Figure 1. Signal metal coverage by tile (run 1).
Drawn at 4 px/µm. The die is cut into 16 by 16 equal tiles; dark blue is low, red is high, scaled to the fullest tile. Values are wire area over tile area, all layers added.
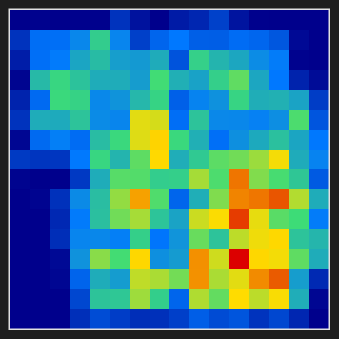
Figure 2. The metal 3 layer (run 1).
Drawn at 6 px/µm.
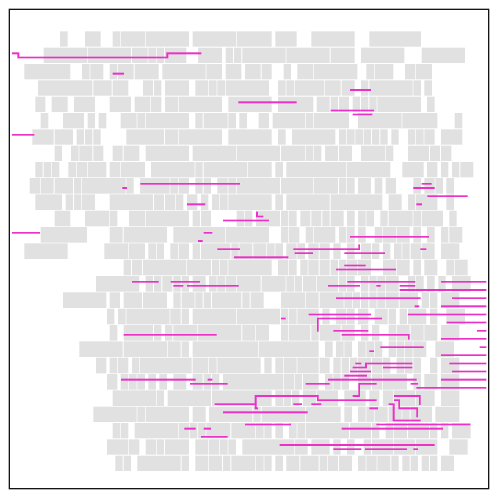
Figure 3. I/O pins on the die edge (run 1).
Drawn at 6 px/µm. Pins as bars across the die edge, other pins in grey.
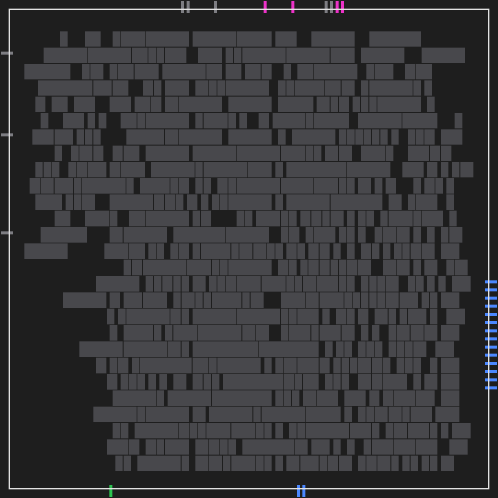
Figure 4. M2 wires (run 1).
Drawn at 6 px/µm.
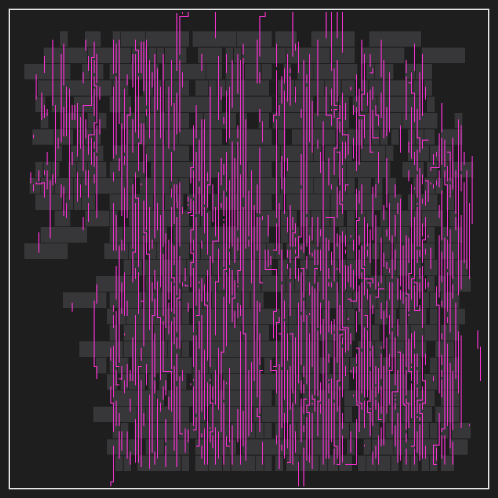
<file path="src/rtl/prog_xbar_cfg_pkg.sv">
// Shared programming constants and helpers for the programmable crossbar.
// Latency: none (types and constant functions only).
// Backpressure: not applicable.
// Field layout: each output owns W = SEL+1 chain bits; select in [SEL-1:0],
// mode (1 = registered) at bit offset SEL within the field.
package prog_xbar_cfg_pkg;

  typedef enum logic [1:0] {
    CMT_IDLE   = 2'd0,
    CMT_ACCEPT = 2'd1,
    CMT_REJECT = 2'd2
  } commit_e;

  // Bits per output field: select plus one mode bit.
  function automatic int field_w(input int sel);
    return sel + 1;
  endfunction

  // Offset of the mode bit inside a field (the field MSB).
  function automatic int mode_bit(input int sel);
    return sel;
  endfunction

  function automatic int chain_len(input int sel, input int outputs);
    return outputs * field_w(sel);
  endfunction

  // A commit is honoured only when the shadow is exactly full and no shift
  // is happening in the same cycle; anything else is flagged as an error.
  function automatic commit_e commit_decide(input logic commit,
                                            input logic prog_en,
                                            input logic prog_done);
    if (!commit) return CMT_IDLE;
    if (!prog_en && prog_done) return CMT_ACCEPT;
    return CMT_REJECT;
  endfunction

endpackage

</file>
<file path="src/rtl/prog_xbar_cfg_if.sv">
// Fabric-side and programming-side signal bundle of the crossbar.
// Latency: none (wires only).
// Backpressure: none; the programming chain is free-running under prog_en.
// Ports: in/out routed data, prog_in/prog_en/commit chain control,
// prog_out/prog_done/cfg_valid/cfg_err chain status.
interface prog_xbar_cfg_if #(
  parameter int INPUTS  = 16,
  parameter int OUTPUTS = 4
) ();

  logic [INPUTS-1:0]  in;
  logic [OUTPUTS-1:0] out;
  logic               prog_in;
  logic               prog_en;
  logic               commit;
  logic               prog_out;
  logic               prog_done;
  logic               cfg_valid;
  logic               cfg_err;

  modport master (
    output in, prog_in, prog_en, commit,
    input  out, prog_out, prog_done, cfg_valid, cfg_err
  );

  modport slave (
    input  in, prog_in, prog_en, commit,
    output out, prog_out, prog_done, cfg_valid, cfg_err
  );

endinterface

</file>
<file path="src/rtl/prog_cfg_chain.sv">
// Shadow configuration shift chain with saturating bit counter.
// Latency: prog_out and prog_done update one edge after each shift.
// Backpressure: none; shifts every cycle prog_en is high.
// Ports: prog_clk/prog_rst, prog_in/shift_en serial input, clear (accepted
// commit), shadow (parallel contents), prog_out (chain MSB), prog_done.
module prog_cfg_chain #(
  parameter int CHAIN = 20
) (
  input  logic             prog_clk,
  input  logic             prog_rst,
  input  logic             prog_in,
  input  logic             shift_en,
  input  logic             clear,
  output logic [CHAIN-1:0] shadow,
  output logic             prog_out,
  output logic             prog_done
);

  localparam int CW = $clog2(CHAIN + 1);

  logic [CW-1:0] count;

  always_ff @(posedge prog_clk) begin
    if (prog_rst) begin
      shadow <= '0;
      count  <= '0;
    end else if (shift_en) begin
      // First bit in ends at the MSB after CHAIN shifts.
      shadow <= {shadow[CHAIN-2:0], prog_in};
      // Saturate so overshifting still reports a full chain.
      if (count != CW'(CHAIN)) begin
        count <= count + CW'(1);
      end
    end else if (clear) begin
      count <= '0;
    end
  end

  // Shadow MSB is itself a flop, so the daisy-chain output is registered.
  assign prog_out  = shadow[CHAIN-1];
  assign prog_done = (count == CW'(CHAIN));

endmodule

</file>
<file path="src/rtl/prog_mux.sv">
// Parametrised routing mux: picks in[sel], zero when sel addresses no input.
// Latency: combinational.
// Backpressure: none.
// Ports: in (INPUTS wide), sel (SEL wide), out (1 bit).
module prog_mux #(
  parameter int SEL    = 4,
  parameter int INPUTS = 16
) (
  input  logic [INPUTS-1:0] in,
  input  logic [SEL-1:0]    sel,
  output logic              out
);

  // Zero-extend to the full select space so unused codes read as 0.
  logic [(2**SEL)-1:0] in_ext;

  always_comb begin
    in_ext = '0;
    for (int i = 0; i < INPUTS; i++) begin
      in_ext[i] = in[i];
    end
  end

  assign out = in_ext[sel];

endmodule

</file>
<file path="src/rtl/prog_xbar_cfg.sv">
// OUTPUTS-by-INPUTS programmable crossbar with double-buffered serial config.
// Latency: comb-mode outputs 0 cycles; reg-mode outputs 1 cycle; new config
// takes effect the edge after an accepted commit.
// Backpressure: none; rejected commits are dropped and flagged on cfg_err.
// Ports: prog_clk, prog_rst (sync, active high), bus (slave modport).
module prog_xbar_cfg
  import prog_xbar_cfg_pkg::*;
#(
  parameter int SEL     = 4,
  parameter int INPUTS  = 16,
  parameter int OUTPUTS = 4
) (
  input logic            prog_clk,
  input logic            prog_rst,
  prog_xbar_cfg_if.slave bus
);

  localparam int W     = field_w(SEL);
  localparam int CHAIN = chain_len(SEL, OUTPUTS);
  localparam int MODE  = mode_bit(SEL);

  logic [CHAIN-1:0]   shadow;
  logic [CHAIN-1:0]   active;
  logic               prog_done;
  commit_e            cmt;
  logic [OUTPUTS-1:0] raw;
  logic [OUTPUTS-1:0] mode;
  logic [OUTPUTS-1:0] out_q;
  logic [OUTPUTS-1:0] routed;
  logic               cfg_valid;
  logic               cfg_err;

  assign cmt = commit_decide(bus.commit, bus.prog_en, prog_done);

  prog_cfg_chain #(
    .CHAIN (CHAIN)
  ) u_chain (
    .prog_clk  (prog_clk),
    .prog_rst  (prog_rst),
    .prog_in   (bus.prog_in),
    .shift_en  (bus.prog_en),
    .clear     (cmt == CMT_ACCEPT),
    .shadow    (shadow),
    .prog_out  (bus.prog_out),
    .prog_done (prog_done)
  );

  for (genvar k = 0; k < OUTPUTS; k++) begin : g_out
    prog_mux #(
      .SEL    (SEL),
      .INPUTS (INPUTS)
    ) u_mux (
      .in  (bus.in),
      .sel (active[k*W +: SEL]),
      .out (raw[k])
    );
    assign mode[k] = active[k*W + MODE];
  end

  always_ff @(posedge prog_clk) begin
    if (prog_rst) begin
      active    <= '0;
      out_q     <= '0;
      cfg_valid <= 1'b0;
      cfg_err   <= 1'b0;
    end else begin
      // Flops always track raw under the current active config, so a
      // freshly committed registered field shows its input one edge later.
      out_q   <= raw;
      cfg_err <= (cmt == CMT_REJECT);
      if (cmt == CMT_ACCEPT) begin
        active    <= shadow;
        cfg_valid <= 1'b1;
      end
    end
  end

  // Mode selects per output, so a 1->0 mode change hides the stale flop.
  always_comb begin
    routed = '0;
    for (int k = 0; k < OUTPUTS; k++) begin
      routed[k] = mode[k] ? out_q[k] : raw[k];
    end
  end

  assign bus.out       = cfg_valid ? routed : '0;
  assign bus.prog_done = prog_done;
  assign bus.cfg_valid = cfg_valid;
  assign bus.cfg_err   = cfg_err;

endmodule

</file>
<file path="src/flat_wrapper.sv">
// flat-port wrapper written by rule: the top's interface ports become plain ports
module prog_xbar_cfg_flat import prog_xbar_cfg_pkg::*;
#(
  parameter int SEL     = 4,
  parameter int INPUTS  = 16,
  parameter int OUTPUTS = 4
)
  (prog_clk, prog_rst, bus_in, bus_prog_in, bus_prog_en, bus_commit, bus_out, bus_prog_out, bus_prog_done, bus_cfg_valid, bus_cfg_err);
  prog_xbar_cfg_if #(.INPUTS(INPUTS), .OUTPUTS(OUTPUTS)) bus_i ();
  input logic prog_clk;
  input logic prog_rst;
  input wire logic [$bits(bus_i.in)-1:0] bus_in;
  input wire logic [$bits(bus_i.prog_in)-1:0] bus_prog_in;
  input wire logic [$bits(bus_i.prog_en)-1:0] bus_prog_en;
  input wire logic [$bits(bus_i.commit)-1:0] bus_commit;
  output wire logic [$bits(bus_i.out)-1:0] bus_out;
  output wire logic [$bits(bus_i.prog_out)-1:0] bus_prog_out;
  output wire logic [$bits(bus_i.prog_done)-1:0] bus_prog_done;
  output wire logic [$bits(bus_i.cfg_valid)-1:0] bus_cfg_valid;
  output wire logic [$bits(bus_i.cfg_err)-1:0] bus_cfg_err;
  assign bus_i.in = bus_in;
  assign bus_i.prog_in = bus_prog_in;
  assign bus_i.prog_en = bus_prog_en;
  assign bus_i.commit = bus_commit;
  assign bus_out = bus_i.out;
  assign bus_prog_out = bus_i.prog_out;
  assign bus_prog_done = bus_i.prog_done;
  assign bus_cfg_valid = bus_i.cfg_valid;
  assign bus_cfg_err = bus_i.cfg_err;
  prog_xbar_cfg #(.SEL(SEL), .INPUTS(INPUTS), .OUTPUTS(OUTPUTS)) u_core (.prog_clk(prog_clk), .prog_rst(prog_rst), .bus(bus_i));
endmodule
</file>
<file path="config.mk">
export PLATFORM = sky130hd
export DESIGN_NAME = prog_xbar_cfg_flat
export DESIGN_NICKNAME = d
export VERILOG_FILES = /design/src/rtl/prog_xbar_cfg_pkg.sv /design/src/rtl/prog_xbar_cfg_if.sv /design/src/rtl/prog_cfg_chain.sv /design/src/rtl/prog_mux.sv /design/src/rtl/prog_xbar_cfg.sv /design/src/flat_wrapper.sv
export SDC_FILE = /design/constraint.sdc
export NUM_CORES = 1
export LEC_CHECK = 0
export ABC_AREA = 1
export CORE_MARGIN = 2
export CORE_UTILIZATION = 52
export CTS_CLUSTER_SIZE = 14
export DETAILED_ROUTE_END_ITERATION = 10
export PLACE_DENSITY_LB_ADDON = 0.25
export SYNTH_ARGS = -nofsm -noshare
export SYNTH_HDL_FRONTEND = slang
export SYNTH_HIERARCHICAL = 1
export SYNTH_SLANG_ARGS = --single-unit
</file>
<file path="constraint.sdc">
create_clock -name prog_clk -period 1.55 [get_ports prog_clk]
set_clock_uncertainty 0.1 [all_clocks]
set_input_delay 0.31 -clock prog_clk [delete_from_list [all_inputs] [get_ports prog_clk]]
set_output_delay 0.31 -clock prog_clk [all_outputs]
set_load 0.1 [all_outputs]
</file>
==> reports/results.txt, run 1 <==
outcome: complete, but fails checks
failing checks: setup timing
R2R depth: 13
r2r setup slk: -0.24 ns
Logic pwr share: 14.2%
post-synthesis sequential area ratio: 34.3%
TNS Setup: -7.39 ns
Synth cell types: 20
PwrDens: 630 nW/µm²
worst hold path endpoint: u_core/active[8]
Initial DRT Pass Iterations: 5
max incr delay on CP: 0.40 ns
DRC viols: 0
dominant cell type by area after synthesis: dfxtp_1
filler instances: 367
Placer Congestion: 0.914
row count: 27
Final setup viols: 31
Max-area cell share: 34.3%
Clock power frac: 34.4%
die width: 79.6 µm
Combinational Area: 1820 µm²
nature of the critical path endpoint: output pin
RSZ-0062 raised after global routing: yes
FF+latch count, synth: 51
Clock transition at path regs: 0.10 ns
fin worst setup slack: -0.580 ns
synth cell count leaders: nand2_1 (118), inv_1 (90), nor2_1 (85), nand3_1 (56), dfxtp_1 (51)
min-delay src: u_core/u_chain/shadow[8]
Net Switching: 0.721 mW
Post-Route WL: 8940 µm
max-cap violations: 0
diodes inserted: 0
OpenROAD warnings: 30
first-pass GRT wire length: 13700 µm
hold path depth: 2
Die H: 79.6 µm
Leakage: 2.10 nW
Reg power frac: 51.4%
post-synthesis chip area from yosys: 2980 µm²
CP required: 1.14 ns
CTS sink count: 51
Initial DRC Count: 284
Power Internal: 1.98 mW
Layout Cells excl Fill: 620
placed insts: 595
worst path bufs/invs: 3
area of the core: 5510 µm²
count leader, synth: nand2_1
port bufs: 28
GRT Total Usage: 27.2%
syn_nets: 516
kind of cell with the highest combined delay on the critical path: simple AND/OR/NAND/NOR gates
Final Power: 2.70 mW
Synth Flop Type: dfxtp_1
pin count of the biggest net entering global routing: 23
clock buffer depth: 2
full die area: 6340 µm²
Peak VDD IR: 0.000439 V
CTS tree: done
ys async rst share: 0%
GRT overflow: 0
Top cells by area: dfxtp_1 (34%), nand2_1 (15%), inv_1 (11%)
post-CTS setup buffers: 11
# IOs: 29
Final Max Slew Viols: 0
H-tree depth: 2
Synth Cell Area: 2980 µm²
TritonCTS buffer count: 5
startpoint types: flip-flop
DP HPWL: 5000 µm
Late-Pin Clk Latency: 0.31 ns
area taken by flip-flops and latches: 1040 µm²
CTS Root Cell: clkbuf_8
Slew Limit Headroom: 46.8%
post_cts resized: 69
cells after synthesis: 493
Max stage delay cell, worst path: dfxtp_4
Final Critical Period: 2.13 ns
worst-path fanout max: 8
Mean Syn Cell Area: 6.04 µm²
Synth Warn #: 6
layout cells sized above 1: 35.4%
Net Sw Frac: 26.7%
WP data arrival: 1.72 ns
final net count: 570
Core Util at FP: 54.0%
worst flop-to-flop path endpoint: u_core/active[7]
yosys cell count: 493
drt wl/cell: 14.4 µm
vias: 3251
Post-CTS Hold Buffers: 0
ANT nets after route: 0
count of library flops with an enable pin: 0
vias per inst: 5.24
final hold violation count: 0
vias in the first global route: 3114
Min-Delay Path Class: flip-flop to flip-flop
Worst-Margin Slew: 0.797 ns
FMAX: 470 MHz
Critical Path, Cell by Cell: inv_8 > nand2_2 > nand2_1 > nand2_1 > nand3_2 > nand3_2 > nand2_2 > inv_2 > a21oi_4 > buf_12
CP Class: flip-flop to output pin
initial antenna violation count: 0
Layout Area Growth over Synthesis: 43.9%
Reg-to-Reg Start: u_core/u_chain/count[0]
final worst-path cycle share: 137%
## Picture notes: Figure 1
- tiles over half the peak: 25%
- emptiest ninth of the die: bottom left
- fullest tile: 0.68

## Picture notes: Figure 2
- wire length on this layer: 593 µm
- longest straight run: 25.5 µm
- main direction: horizontal

## Picture notes: Figure 3
- bus_out: magenta (pins 4; direction output; edge top)
- bus_prog_in: green (pins 1; direction input; edge bottom)
- bus_in: blue (pins 16; direction input; edge 14 right, 2 bottom)
- all pins by edge: 14 right, 9 top, 3 bottom, 3 left

## Picture notes: Figure 4
- longest straight run: 36.7 µm
- nets with wire on the layer: 476
- main direction: vertical
- share of all routed wire: 51%

[run 1: cell type report]
| type | count | area share [%] |
|---|---|---|
| inverters | 104 | 10.1 |
| repair buffers | 64 | 18.4 |
| well taps | 72 | 2.10 |
| flip-flops and latches | 51 | 24.3 |
| clock buffers | 5 | 1.61 |
| multi-input cells | 321 | 42.5 |
| clock inverters | 3 | 1.02 |
[run 1: flip-flops by register name (all words and copies together), names as in the netlist]
name,count
u_core/u_chain/count,5
u_core/out_q,4
u_core/u_chain/shadow,20
u_core/active,20
u_core/bus.cfg_err,1
u_core/bus.cfg_valid,1
[run 1: stage by stage]
stage          util [%]  worst slack, ns  hold slack, ns  area (µm²)
2_1_floorplan         -           -0.557           0.269        3070
3_3_place_gp       65.4           -0.674           0.376        3600
3_5_place_dp       65.4           -0.675           0.383        3600
4_1_cts            72.9           -0.475           0.398        4010
5_1_grt            77.8           -0.606           0.435        4280
6_report           77.8           -0.580           0.409        4280
[run 1: power groups by stage]
stage	Clock, mW	Sequential [mW]	Combinational (mW)
after detailed placement	0	1.41	0.361
after CTS	0.935	1.38	0.355
after global routing	0.990	1.39	0.419
after global placement	0	1.41	0.352
after floorplan	0	1.43	0.181
final	0.928	1.39	0.384
[run 1: metal layers]
| metal | share of wire, % | vias up | GRT usage, % |
|---|---|---|---|
| li1 | - | 1576 | - |
| met1 | 39 | 1499 | 32.3 |
| met2 | 51 | 146 | 47.9 |
| met3 | 6.6 | 30 | 4.75 |
| met4 | 3.3 | 0 | 11.9 |
| met5 | 0 | - | 0 |
[run 1: how the worst max path moves through the flow]
stage / startpoint / end / slack (ns) / depth (start not counted)
finish: u_core/active[15] / bus_out[3] / -0.58 / 10
global route: u_core/active[1] / bus_out[0] / -0.61 / 8
CTS: u_core/active[15] / bus_out[3] / -0.48 / 9
detailed placement: bus_in[14] / bus_out[3] / -0.68 / 10
global placement: bus_in[14] / bus_out[0] / -0.67 / 10
floorplan: u_core/u_chain/count[0] / u_core/u_chain/count[2] / -0.56 / 13
[run 1: cells by family after synthesis]
logic type / Yosys count / synth area share, %
AND/OR/NAND/NOR: 284 / 40.6
buffers and inverters: 121 / 18.3
adder cells (fa/ha/maj): 2 / 0.841
flip-flops: 51 / 34.3
AND-OR/OR-AND: 35 / 6.01
[run 1: worst register-to-register path, cell delays in order, from the launching register on]
cell and delay [ns]:
dfxtp_2 0.33, inv_2 0.07, ha_4 0.13, inv_2 0.03
nor2_2 0.11, nand2_2 0.09, clkinvlp_4 0.09, buf_6 0.10
nand3_4 0.14, buf_6 0.18, buf_8 0.13, nand2_2 0.05
nand2_1 0.05, nor2_1 0.13
[run 1: cell usage in the layout (no fill, tap or decap), types with 3 or more instances in the layout]
cell	count
nor2_2	9
nand3_2	23
dfxtp_4	5
nand2_1	82
a21oi_4	4
dfxtp_1	44
buf_4	18
buf_16	4
nor2_4	8
nor2_1	68
clkbuf_8	5
clkdlybuf4s50_1	4
inv_8	3
a21oi_2	5
nand3_1	33
o21ai_0	24
nand2_2	50
dlygate4sd2_1	16
buf_12	12
inv_2	19
inv_1	79
buf_6	8
nand2_4	9
Figure 5. Routing congestion map (run 1).
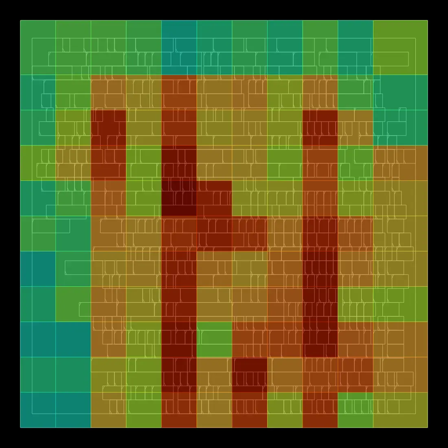

## Run 2: what changed since run 1
Settings changed: CORE_ASPECT_RATIO set to 0.75.
Figure 6. Routing congestion map (run 2).
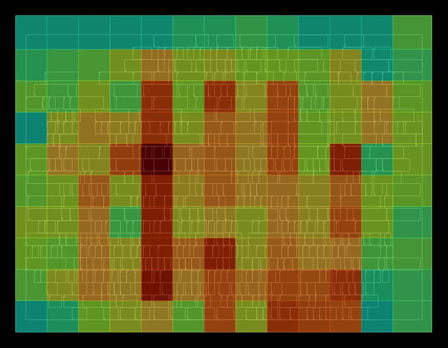
post-layout util: 76.6%
met3 global-route usage: 4.57%
met1 Resource Use GR: 34.2%

Figure 7. Signal metal coverage by tile (run 2).
Drawn at 4 px/µm. The die is cut into 18 by 14 equal tiles; dark blue is low, red is high, scaled to the fullest tile. Values are wire area over tile area, all layers added.
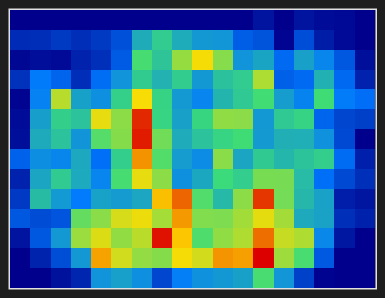
- densest ninth of the die: bottom middle
- fullest tile: 0.63
- emptiest ninth of the die: top left

==> reports/results.txt, run 2 <==
final hold violation count: 0 (unchanged)
Layout Area Growth over Synthesis: 40.0%
first-pass GRT wire length: 12500 µm (-8.5%)
CTS sink count: 51 (unchanged)
vias: 3207 (-1.4%)
R2R depth: 13 (unchanged)
Die H: 69.5 µm (-13%)
Adder Area Share: 0.841% (unchanged)
startpoint types: flip-flop
Placer Congestion: 0.994 (+8.7%)
# IOs: 29 (unchanged)
final worst-path cycle share: 131% (-6.2 points)
CTS Root Cell: clkbuf_8
dominant cell type by area after synthesis: dfxtp_1
pin count of the biggest net entering global routing: 23 (unchanged)
FF+latch count, synth: 51 (unchanged)
area of the core: 5440 µm² (-1.2%)
post-synthesis sequential area ratio: 34.3% (unchanged)
Synth cell types: 20 (unchanged)
diodes inserted: 0 (unchanged)
hold path depth: 2 (unchanged)
Reg-to-Reg Start: u_core/u_chain/count[0]
r2r setup slk: -0.24 ns (about the same)
nature of the critical path endpoint: output pin
worst hold path endpoint: u_core/active[10]
Final setup viols: 31 (unchanged)
Synth Flop Type: dfxtp_1
final net count: 569 (-0.18%)
Final Critical Period: 2.03 ns (-0.0965 ns)
vias per inst: 5.16 (-1.7%)
CP Class: flip-flop to output pin
min-delay src: u_core/u_chain/shadow[10]
port bufs: 28 (unchanged)
simple share: 40.6% (unchanged)
H-tree depth: 2 (unchanged)
DRC viols: 0 (unchanged)
Max-area cell share: 34.3% (unchanged)
GRT overflow: 0 (unchanged)
die width: 91.3 µm (+15%)
Clock power frac: 31.8% (-2.6 points)
CP required: 1.14 ns (about the same)
cells after synthesis: 493 (unchanged)
full die area: 6350 µm² (+0.11%)
PwrDens: 623 nW/µm² (-1.2%)
Peak VDD IR: 0.000639 V (+45%)
Leakage: 2.03 nW (-3.4%)
failing checks: setup timing
synth cell count leaders: nand2_1 (118), inv_1 (90), nor2_1 (85), nand3_1 (56), dfxtp_1 (51)
XOR/XNOR Area Share: 0% (unchanged)
worst flop-to-flop path endpoint: u_core/u_chain/count[3]
CTS tree: done
post-synthesis chip area from yosys: 2980 µm² (unchanged)
Largest regs: u_core/active (20), u_core/u_chain/shadow (20), u_core/u_chain/count (5)
GRT Total Usage: 24.3% (-2.9 points)
Clock transition at path regs: 0.09 ns (about the same)
fin worst setup slack: -0.483 ns (+0.0965 ns)
mux share of post-synthesis cell area: 0% (unchanged)
Initial DRC Count: 208 (-27%)
most common logic cells in the final layout: nand2_1 (89), inv_1 (79), nor2_1 (70), nand2_2 (45)
Core Util at FP: 54.7% (+0.67 points)
most frequent logic cell in the layout: nand2_1
FMAX: 492 MHz (+4.7%)
Worst-Margin Slew: 0.379 ns (-0.418 ns)
Net Sw Frac: 26.6% (-0.065 points)
outcome: complete, but fails checks
Top cells by area: dfxtp_1 (34%), nand2_1 (15%), inv_1 (11%)
ANT nets after route: 0 (unchanged)
ys async rst share: 0% (unchanged)
initial antenna violation count: 0 (unchanged)
count of library flops with an enable pin: 0 (unchanged)
Power Internal: 1.90 mW (-3.7%)
post-synthesis compound-gate area fraction: 6.01% (unchanged)
Slew Limit Headroom: 74.7% (+28 points)
Post-Route WL: 8480 µm (-5.1%)
Final Max Slew Viols: 0 (unchanged)
Reg power frac: 53.4% (+2.0 points)
clock buffer depth: 2 (unchanged)
Late-Pin Clk Latency: 0.30 ns (about the same)
OpenROAD warnings: 30 (unchanged)
max-cap violations: 0 (unchanged)
Logic pwr share: 14.8% (+0.6 points)
placed insts: 600 (+0.84%)
yosys cell count: 493 (unchanged)
Min-Delay Path Class: flip-flop to flip-flop
syn_nets: 516 (unchanged)
Layout Cells excl Fill: 622 (+0.32%)
Synth Warn #: 6 (unchanged)
WP data arrival: 1.62 ns (-0.10 ns)
Synth Cell Area: 2980 µm² (unchanged)
comb area leader: simple AND/OR/NAND/NOR gates
layout cells sized above 1: 31.6% (-3.8 points)
RSZ-0062 raised after global routing: yes
Initial DRT Pass Iterations: 5 (unchanged)
Net Switching: 0.692 mW (-4.1%)
DP HPWL: 5270 µm (+5.4%)
Final Power: 2.60 mW (-3.8%)
vias in the first global route: 2738 (-12%)
TritonCTS buffer count: 5 (unchanged)
drt wl/cell: 13.6 µm (-5.4%)
count leader, synth: nand2_1
worst-path fanout max: 5 (-3)
row count: 23 (-15%)
Post-CTS Hold Buffers: 0 (unchanged)
Mean Syn Cell Area: 6.04 µm² (unchanged)
## run 2: netlist changes by cell type in the layout (fill, tap and decap cells not counted), moves of 4 or more
| cell | delta |
|---|---|
| nand3_1 | +11 |
| nand2_1 | +7 |
| buf_4 | -6 |
| nand2_2 | -5 |
| buf_6 | +6 |
| buf_16 | -4 |
| nand3_2 | -12 |
## run 2: critical path: stages (launching register included)
cell     delay (ns)
dfxtp_4        0.39
buf_6          0.14
nand2_1        0.07
nand3_1        0.09
nand3_1        0.09
nand3_1        0.07
nand2_1        0.07
inv_2          0.06
a21oi_4        0.15
buf_12         0.19
## run 2: area by class of cell
| class | instances | area (µm²) |
|---|---|---|
| Multi-Input combinational cell | 321 | 1750 |
| Fill cell | 393 | 1270 |
| Sequential cell | 51 | 1040 |
| Timing Repair Buffer | 62 | 738 |
| Inverter | 104 | 433 |
| Clock buffer | 8 | 100 |
| Tap cell | 75 | 93.8 |
| Timing Repair inverter | 1 | 7.51 |
## run 2: metrics by stage
step | setup slack, ns | cell area, µm² | TNS (ns) | utilization [%] | hold slack (ns)
after floorplan | -0.557 | 3070 | -12.77 | - | 0.269
after global placement | -0.589 | 3610 | -6.62 | 66.3 | 0.382
after detailed placement | -0.630 | 3610 | -7.54 | 66.3 | 0.394
after CTS | -0.455 | 3910 | -5.35 | 71.9 | 0.407
after global routing | -0.555 | 4170 | -9.47 | 76.6 | 0.432
final | -0.483 | 4170 | -7.03 | 76.6 | 0.404
## run 2: worst max path at each step
stage,slack (ns),cells past startpoint,startpoint,endpoint
final,-0.48,9,u_core/active[10],bus_out[2]
after floorplan,-0.56,13,u_core/u_chain/count[0],u_core/u_chain/count[2]
after CTS,-0.46,10,u_core/active[5],bus_out[1]
after global routing,-0.55,10,u_core/active[5],bus_out[1]
after detailed placement,-0.63,10,bus_in[14],bus_out[2]
after global placement,-0.59,10,bus_in[15],bus_out[0]
## run 2: routing by layer
| layer | global-route usage (%) | vias to the layer above | routed length, µm |
|---|---|---|---|
| li1 | - | 1570 | - |
| met1 | 34.2 | 1478 | 3730 |
| met2 | 38.8 | 144 | 3940 |
| met3 | 4.57 | 15 | 672 |
| met4 | 5.72 | 0 | 130 |
| met5 | 0 | - | 0 |
## run 2: kinds of logic (layout without fill, tap and decap cells)
kind of cell             Yosys count  count (layout)
AND-OR/OR-AND                     35              35
adder cells (fa/ha/maj)            2               2
buffers and inverters            121             175
flip-flops                        51              51
AND/OR/NAND/NOR                  284             284
## run 2: power by group through the flow
stage,logic (mW),clock network (mW),registers [mW]
global route,0.420,0.889,1.39
CTS,0.353,0.838,1.38
floorplan,0.181,0,1.43
finish,0.384,0.826,1.39
detailed placement,0.363,0,1.41
global placement,0.358,0,1.41
## run 2: repair_timing
action | 4_1_cts | 5_1_grt
cloned | 3 | 2
endpoints found under the setup margin | 18 | 34
buffers inserted | 6 | 8
gates resized | 60 | 68
pin swaps | 11 | 16
Figure 8. The metal 3 layer (run 2).
Drawn at 4 px/µm.
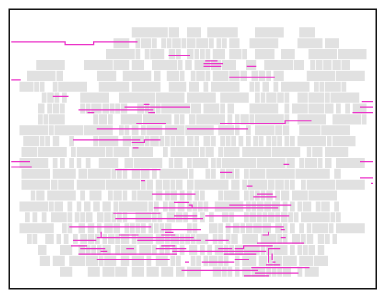

## Run 3: what changed since run 2
Settings changed: CORE_MARGIN 2 to not set, CTS_CLUSTER_DIAMETER set to 100, PLACE_DENSITY set to 0.77, PLACE_DENSITY_LB_ADDON 0.25 to not set.
Figure 9. The metal 3 layer (run 3).
Drawn at 6 px/µm.
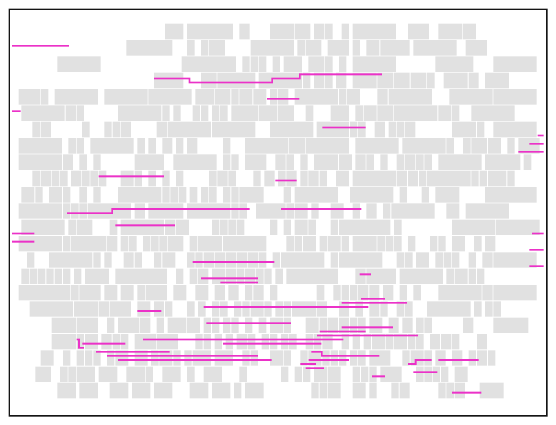
- nets with wire on the layer: 41
- longest straight run: 33.1 µm
- wire length on this layer: 435 µm

Figure 10. Signal metal coverage by tile (run 3).
Drawn at 4 px/µm. The die is cut into 18 by 14 equal tiles; dark blue is low, red is high, scaled to the fullest tile. Values are wire area over tile area, all layers added.
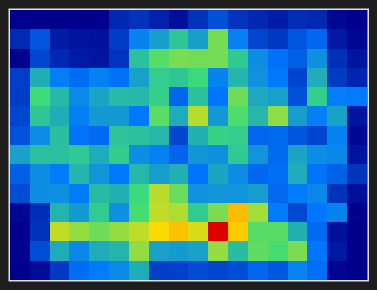
- nearly empty tiles: 7.5%
- densest ninth of the die: bottom middle
- fullest tile: 0.67
- tiles over half the peak: 14%
- emptiest ninth of the die: top left
- mean over tiles: 0.20

==> reports/results.txt, run 3 <==
Slew Limit Headroom: 74.3% (-0.35 points)
Layout Area Growth over Synthesis: 32.3%
worst flop-to-flop path endpoint: u_core/active[4]
ys async rst share: 0% (unchanged)
final hold violation count: 0 (unchanged)
TritonCTS buffer count: 5 (unchanged)
WP data arrival: 1.58 ns (-0.04 ns)
post-synthesis sequential area ratio: 34.3% (unchanged)
Critical Path Start: u_core/active[15]
Max-area cell share: 34.3% (unchanged)
Final Max Slew Viols: 0 (unchanged)
cells after synthesis: 493 (unchanged)
post-layout util: 72.3% (-4.3 points)
CP Class: flip-flop to output pin
Critical Path, Cell by Cell: inv_8 > nand2_2 > nand2_1 > nand2_1 > nand3_1 > nand3_1 > nand2_1 > inv_2 > a21oi_4 > buf_12
outcome: complete, but fails checks
count of library flops with an enable pin: 0 (unchanged)
Synth Warn #: 6 (unchanged)
dominant cell type by area after synthesis: dfxtp_1
clock buffer depth: 2 (unchanged)
ANT nets after route: 0 (unchanged)
Initial DRC Count: 174 (-16%)
H-tree depth: 2 (unchanged)
PwrDens: 637 nW/µm² (+2.1%)
R2R depth: 12 (-1)
syn_nets: 516 (unchanged)
pin count of the biggest net entering global routing: 22 (-4.3%)
vias in the first global route: 2536 (-7.4%)
Largest regs: u_core/active (20), u_core/u_chain/shadow (20), u_core/u_chain/count (5)
Post-Route WL: 7550 µm (-11%)
DP HPWL: 5370 µm (+1.9%)
layout cells sized above 1: 28.3% (-3.4 points)
Placer Congestion: 0.983 (-1.1%)
CP required: 1.14 ns (about the same)
die width: 89.3 µm (-2.2%)
port bufs: 28 (unchanged)
row count: 23 (unchanged)
GRT Total Usage: 25.0% (+0.67 points)
TNS Setup: -3.24 ns (+3.79 ns)
startpoint types: flip-flop
vias: 3005 (-6.3%)
Min-Delay Path Class: flip-flop to flip-flop
Worst-Margin Slew: 0.381 ns (+0.00248 ns)
Late-Pin Clk Latency: 0.31 ns (about the same)
Leakage: 1.97 nW (-2.8%)
Final setup viols: 30 (-3.2%)
Placement Cell Area: 3610 µm² (+0.21%)
nature of the critical path endpoint: output pin
DRC viols: 0 (unchanged)
drt wl/cell: 12.3 µm (-9.6%)
first-pass GRT wire length: 11500 µm (-8.4%)
min-delay src: u_core/u_chain/shadow[8]
OpenROAD warnings: 30 (unchanged)
synth cell count leaders: nand2_1 (118), inv_1 (90), nor2_1 (85), nand3_1 (56), dfxtp_1 (51)
area of the core: 5440 µm² (unchanged)
Die H: 67.5 µm (-2.9%)
kind of cell with the highest combined delay on the critical path: flip-flops
CP Capture Point: bus_out[3]
WP depth: 10 (+1)
initial antenna violation count: 0 (unchanged)
full die area: 6030 µm² (-5.0%)
Hold Slack: 0.412 ns (+0.00768 ns)
final net count: 560 (-1.6%)
# IOs: 29 (unchanged)
Initial DRT Pass Iterations: 5 (unchanged)
Max stage delay cell, worst path: dfxtp_4
max incr delay on CP: 0.40 ns (about the same)
Reg-to-Reg Start: u_core/u_chain/count[0]
CTS sink count: 51 (unchanged)
Synth Cell Area: 2980 µm² (unchanged)
Mean Syn Cell Area: 6.04 µm² (unchanged)
CTS tree: done
yosys cell count: 493 (unchanged)
final worst-path cycle share: 129% (-2.6 points)
RSZ-0062 raised after global routing: yes
r2r setup slk: -0.08 ns (+0.16 ns)
post-synthesis chip area from yosys: 2980 µm² (unchanged)
max-cap violations: 0 (unchanged)
Crit path top cell by count: nand2_1
CTS Root Cell: clkbuf_8
Peak VDD IR: 0.000671 V (+5.0%)
Core Util at FP: 54.7% (unchanged)
Synth cell types: 20 (unchanged)
final instance area: 3940 µm² (-5.6%)
diodes inserted: 0 (unchanged)
FMAX: 502 MHz (+2.0%)
most frequent logic cell in the layout: nand2_1
GRT overflow: 0 (unchanged)
Final Critical Period: 1.99 ns (-0.0399 ns)
failing checks: setup timing
Post-CTS Hold Buffers: 0 (unchanged)
Clock transition at path regs: 0.09 ns (about the same)
worst path bufs/invs: 3 (unchanged)
fin worst setup slack: -0.443 ns (+0.0399 ns)
Top cells by area: dfxtp_1 (34%), nand2_1 (15%), inv_1 (11%)
FF+latch count, synth: 51 (unchanged)
most common logic cells in the final layout: nand2_1 (96), inv_1 (80), nor2_1 (75), dfxtp_1 (44), nand3_1 (44)
count leader, synth: nand2_1
Synth Flop Type: dfxtp_1
worst-path fanout max: 10 (+5)
vias per inst: 4.90 (-4.9%)
## run 3: cell count changes in the layout (fill, tap and decap cells not counted), moves of 3 or more
cell / previous run / this run
clkinv_2: 0 / 3
nand2_2: 45 / 39
nor2_1: 70 / 75
nor2_4: 8 / 1
buf_4: 12 / 15
buf_6: 14 / 7
nand2_1: 89 / 96
## run 3: logic make-up (layout without fill, tap and decap cells)
group,count (synthesis),in the layout,synth area share [%]
buf+inv,121,166,18.3
fa+ha+maj,2,2,0.841
flops,51,51,34.3
simple gates,284,284,40.6
compound gates,35,35,6.01
## run 3: how the worst min path moves through the flow
stage | to | cells past startpoint
4_1_cts | u_core/u_chain/shadow[9] | 2
5_1_grt | u_core/active[0] | 2
3_5_place_dp | u_core/active[8] | 2
3_3_place_gp | u_core/active[8] | 2
2_1_floorplan | u_core/bus.cfg_valid | 1
6_report | u_core/u_chain/shadow[9] | 2
## run 3: power by group
part,total [mW],switching [mW],internal [mW]
clock,0.745,0.435,0.310
sequential,1.38,0.0337,1.35
combinational,0.381,0.225,0.156
## run 3: repair_timing
item | CTS | global route
pin swaps | 6 | 19
setup endpoints to repair | 5 | 31
resized | 28 | 60
setup buffers | 2 | 3
endpoints found under the hold margin | 0 | 0
## run 3: area by class of cell
class | instances | area (µm²)
Clock buffer | 5 | 68.8
Clock inverter | 3 | 15.0
Fill cell | 447 | 1500
Inverter | 104 | 427
Multi-Input combinational cell | 321 | 1680
Sequential cell | 51 | 1040
Tap cell | 75 | 93.8
Timing Repair Buffer | 54 | 607
## run 3: routing by layer
layer  GRT usage (%)  part of all wire, %
met1            35.6                   47
met2            38.5                   46
met3            5.01                  5.7
met4            6.75                 0.81
met5               0                    0
## run 3: worst reg2reg max path, delay by kind of cell (launching register included)
kind                     cells  cell delay (ns)
adder cells (fa/ha/maj)      1             0.15
buffers and inverters        5             0.50
flip-flops                   1             0.35
AND/OR/NAND/NOR              6             0.42
## run 3: per-stage QoR
stage	instances	total power, mW	setup slack, ns
finish	613	2.50	-0.443
global route	613	2.62	-0.540
CTS	610	2.50	-0.446
detailed placement	601	1.78	-0.607
global placement	601	1.77	-0.605
floorplan	493	1.61	-0.557
Power figures rest on the tool's default switching activity, not on a simulated workload.
